[config.mk]
export PLATFORM = sky130hd
export DESIGN_NAME = washer_seq_ctrl
export DESIGN_NICKNAME = d
export VERILOG_FILES = /design/src/rtl/washer_seq_ctrl.sv
export SDC_FILE = /design/constraint.sdc
export NUM_CORES = 1
export LEC_CHECK = 0
export ABC_CLOCK_PERIOD_IN_PS = 2360
export CORE_MARGIN = 10
export CORE_UTILIZATION = 30
export CTS_CLUSTER_SIZE = 24
export DETAILED_ROUTE_END_ITERATION = 10
export GPL_TIMING_DRIVEN = 0
export PLACE_DENSITY_LB_ADDON = 0.08
export SLEW_MARGIN = 20
export SYNTH_ARGS = -nofsm -noshare
export SYNTH_HDL_FRONTEND = slang
export SYNTH_SLANG_ARGS = --single-unit
[constraint.sdc]
create_clock -name clk -period 2.36 [get_ports clk]
set_input_delay 0.472 -clock clk [delete_from_list [all_inputs] [get_ports clk]]
set_output_delay 0.472 -clock clk [all_outputs]
set_load 0.01 [all_outputs]
[src/rtl/washer_seq_ctrl.sv]
// Washer sequencer: fill/wash/drain/N x rinse/spin with load-scaled wash, door pause/resume.
// Outputs registered from next state; optional prewash phases under WASHER_PREWASH_EN.
module washer_seq_ctrl #(
    parameter int LOAD_W    = 2,
    parameter int CNT_W     = 8,
    parameter int FILL_T    = 4,
    parameter int WASH_BASE = 8,
    parameter int WASH_STEP = 4,
    parameter int DRAIN_T   = 4,
    parameter int RINSE_T   = 6,
    parameter int RINSE_N   = 1,
    parameter int SPIN_T    = 6
) (
    input  logic              clk,
    input  logic              reset,
    input  logic              Start,
    input  logic              Door,
    input  logic [LOAD_W-1:0] load,
    output logic              Agitator,
    output logic              Motor,
    output logic              Pump,
    output logic              Speed,
    output logic              Water,
    output logic              Done,
    output logic [3:0]        phase
);

    typedef enum logic [3:0] {
        S_IDLE   = 4'd0,
        S_FILL   = 4'd1,
        S_WASH   = 4'd2,
        S_DRAIN  = 4'd3,
        S_RFILL  = 4'd4,
        S_RINSE  = 4'd5,
        S_RDRAIN = 4'd6,
        S_SPIN   = 4'd7,
        S_DONE   = 4'd8,
        S_PAUSE  = 4'd9
`ifdef WASHER_PREWASH_EN
        ,
        S_PFILL  = 4'd10,
        S_PWASH  = 4'd11,
        S_PDRAIN = 4'd12
`endif
    } state_t;

`ifdef WASHER_PREWASH_EN
    localparam state_t FIRST_S = S_PFILL;
`else
    localparam state_t FIRST_S = S_FILL;
`endif

    localparam int RC_W     = (RINSE_N > 1) ? $clog2(RINSE_N + 1) : 1;
    localparam int WASH_MAX = WASH_BASE + ((1 << LOAD_W) - 1) * WASH_STEP;

    generate
        if (WASH_MAX >= (1 << CNT_W)) begin : g_wash_range
            $error("washer_seq_ctrl: maximum wash time does not fit in CNT_W bits");
        end
        if (FILL_T < 1 || WASH_BASE < 1 || DRAIN_T < 1 || RINSE_T < 1 || SPIN_T < 1) begin : g_dur_range
            $error("washer_seq_ctrl: every phase duration must be at least one cycle");
        end
    endgenerate

    state_t            state_q, state_d, saved_q, saved_d, adv;
    logic [CNT_W-1:0]  timer_q, timer_d;
    logic [RC_W-1:0]   rinse_q, rinse_d, rinse_inc;
    logic [LOAD_W-1:0] load_q, load_d;
    logic [5:0]        outs_q, outs_d;

    // Timer reload value (duration - 1) for the state being entered.
    function automatic logic [CNT_W-1:0] dur_m1(input state_t s, input logic [LOAD_W-1:0] ld);
        logic [CNT_W-1:0] d;
        d = '0;
        case (s)
            S_FILL, S_RFILL:  d = CNT_W'(FILL_T - 1);
            S_WASH:           d = CNT_W'(WASH_BASE) + CNT_W'(WASH_STEP) * CNT_W'(ld) - CNT_W'(1);
            S_DRAIN, S_RDRAIN: d = CNT_W'(DRAIN_T - 1);
            S_RINSE:          d = CNT_W'(RINSE_T - 1);
            S_SPIN:           d = CNT_W'(SPIN_T - 1);
`ifdef WASHER_PREWASH_EN
            S_PFILL:          d = CNT_W'(FILL_T - 1);
            S_PWASH:          d = CNT_W'(WASH_BASE - 1);
            S_PDRAIN:         d = CNT_W'(DRAIN_T - 1);
`endif
            default:          d = '0;
        endcase
        return d;
    endfunction

    // {Agitator, Motor, Pump, Speed, Water, Done}
    function automatic logic [5:0] decode(input state_t s);
        logic [5:0] o;
        o = 6'b000000;
        case (s)
            S_FILL, S_RFILL:   o = 6'b000010;
            S_WASH, S_RINSE:   o = 6'b110000;
            S_DRAIN, S_RDRAIN: o = 6'b001000;
            S_SPIN:            o = 6'b011100;
            S_DONE:            o = 6'b000001;
`ifdef WASHER_PREWASH_EN
            S_PFILL:           o = 6'b000010;
            S_PWASH:           o = 6'b110000;
            S_PDRAIN:          o = 6'b001000;
`endif
            default:           o = 6'b000000;
        endcase
        return o;
    endfunction

    always_comb begin
        state_d   = state_q;
        timer_d   = timer_q;
        saved_d   = saved_q;
        rinse_d   = rinse_q;
        load_d    = load_q;
        adv       = S_IDLE;
        rinse_inc = rinse_q + RC_W'(1);

        case (state_q)
            S_FILL:   adv = S_WASH;
            S_WASH:   adv = S_DRAIN;
            S_DRAIN:  adv = (RINSE_N == 0) ? S_SPIN : S_RFILL;
            S_RFILL:  adv = S_RINSE;
            S_RINSE:  adv = S_RDRAIN;
            S_RDRAIN: adv = (rinse_inc == RC_W'(RINSE_N)) ? S_SPIN : S_RFILL;
            S_SPIN:   adv = S_DONE;
`ifdef WASHER_PREWASH_EN
            S_PFILL:  adv = S_PWASH;
            S_PWASH:  adv = S_PDRAIN;
            S_PDRAIN: adv = S_FILL;
`endif
            default:  adv = S_IDLE;
        endcase

        case (state_q)
            S_IDLE: begin
                if (Start && !Door) begin
                    load_d  = load;
                    rinse_d = '0;
                    state_d = FIRST_S;
                    timer_d = dur_m1(FIRST_S, load);
                end
            end
            S_DONE:  state_d = S_IDLE;
            S_PAUSE: begin
                if (!Door) begin
                    state_d = saved_q;
                end
            end
            default: begin
                // Door beats expiry: the timer stays frozen, so a pause on the
                // last cycle still leaves that cycle to run after resume.
                if (Door) begin
                    saved_d = state_q;
                    state_d = S_PAUSE;
                end else if (timer_q == '0) begin
                    state_d = adv;
                    timer_d = dur_m1(adv, load_q);
                    if (state_q == S_RDRAIN) begin
                        rinse_d = rinse_inc;
                    end
                end else begin
                    timer_d = timer_q - CNT_W'(1);
                end
            end
        endcase

        outs_d = decode(state_d);
    end

    always_ff @(posedge clk or negedge reset) begin
        if (!reset) begin
            state_q <= S_IDLE;
            saved_q <= S_IDLE;
            timer_q <= '0;
            rinse_q <= '0;
            load_q  <= '0;
            outs_q  <= '0;
        end else begin
            state_q <= state_d;
            saved_q <= saved_d;
            timer_q <= timer_d;
            rinse_q <= rinse_d;
            load_q  <= load_d;
            outs_q  <= outs_d;
        end
    end

    assign {Agitator, Motor, Pump, Speed, Water, Done} = outs_q;
    assign phase = state_q;

endmodule

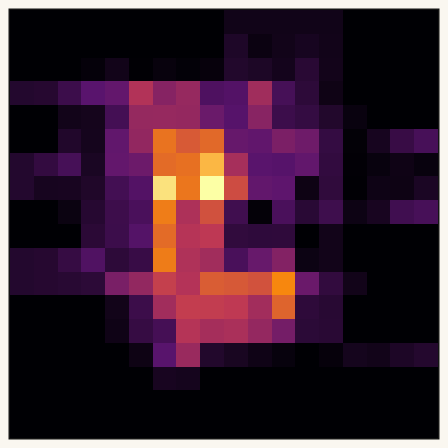
(images/wire_density.png)
The die is cut into 18 by 18 equal tiles; black is low, pale yellow is high, scaled to the fullest tile. Values are wire area over tile area, all layers added.
nearly empty tiles: 44%
emptiest ninth of the die: bottom left
mean over tiles: 0.077

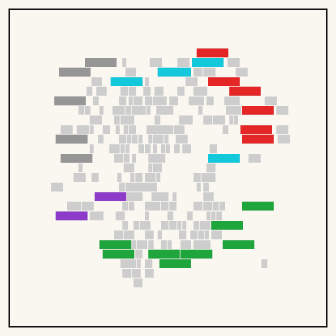
(images/registers.png)
| colour | signal | sequential cells |
|---|---|---|
| cyan | phase | 4 |
| green | timer_q | 8 |
| purple | load_q | 2 |
| red | outs_q | 6 |

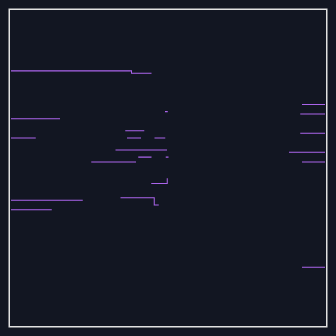
(images/met3.png)
nets with wire on the layer: 18
share of all routed wire: 4.9%
DR vias: 1354
global routing usage on met3: 2.33%

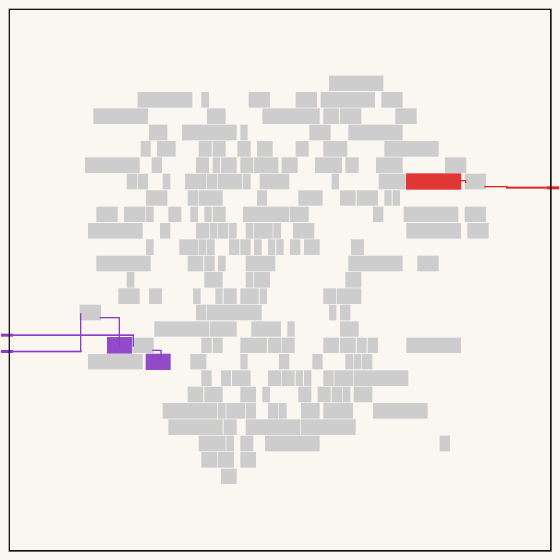
(images/port_nets.png)
| colour | port | direction | edge | end cells | buffers | wire |
|---|---|---|---|---|---|---|
| red | Water | output | right | 1 | 1 | 11.8 um |
| purple | load | input | left | 2 | 2 | 50.6 um |

path summary, 6_finish.rpt:
kind / start / endpoint / slack (ps) / cells after the start
max in group asynchronous: reset / phase[1] / 1780 / 1
worst min register to register: saved_q[0] / saved_q[0] / 500 / 1
worst max-delay path: timer_q[0] / outs_q[1] / 6 / 8
min in group clk: saved_q[0] / saved_q[0] / 500 / 1
worst max register to register: timer_q[0] / outs_q[1] / 6 / 8
worst min-delay path: reset / timer_q[6] / 180 / 1
kinds of logic after synthesis:
kind of cell / count (synthesis)
buffers and inverters: 18
muxes: 3
AOI/OAI and AO/OA: 52
and+or+nand+nor: 60
DFF: 25
adders and majority gates: 3
routing by layer:
metal | vias to the layer above | share of wire, %
li1 | 650 | -
met1 | 672 | 48
met2 | 27 | 46
met3 | 5 | 4.9
met4 | 0 | 1.1
met5 | - | 0
==> flow_metrics.py <==
# Synthesis and PnR figures
metrics = {
    "floorplan": {
        "coreArea_sq_mm": 0.00472,
        "io_pins": 16,
        "chipArea_sq_mm": 0.00805,
    },
    "finish": {
        "seq_cells": 25,
        "clock_buffers": 3,
        "final.fill_count": 465,
        "instances_no_fill": 256,
    },
    "outcome": {
        "outcome": "completed",
    },
    "sta": {
        "fin_skew_ps": 2.66,
        "hold_violations": 0,
        "post-route-min-period_ps": 2350,
        "relSlewSlack_pct": 62.5,
        "fin_tns_setup_ps": 0,
        "fmax_ghz": 0.425,
    },
    "synthesis": {
        "edf_count": 0,
        "postSynthAreaPerCell_sq_um": 9.05,
        "fa_ha_area_share_pct": 2.58,
    },
    "place": {
        "dp_hpwl_um": 2820,
    },
    "cts": {
        "cts_buffers": 3,
        "postCtsSetupRepairBufs": 6,
    },
    "pwr": {
        "p_comb_mw": 1.08,
        "pwr-share-clk_pct": 13.3,
    },
    "grt": {
        "use_met1_pct": 12.3,
        "top_usage_layer": "met2",
    },
}
Power figures rest on the tool's default switching activity, not on a simulated workload.
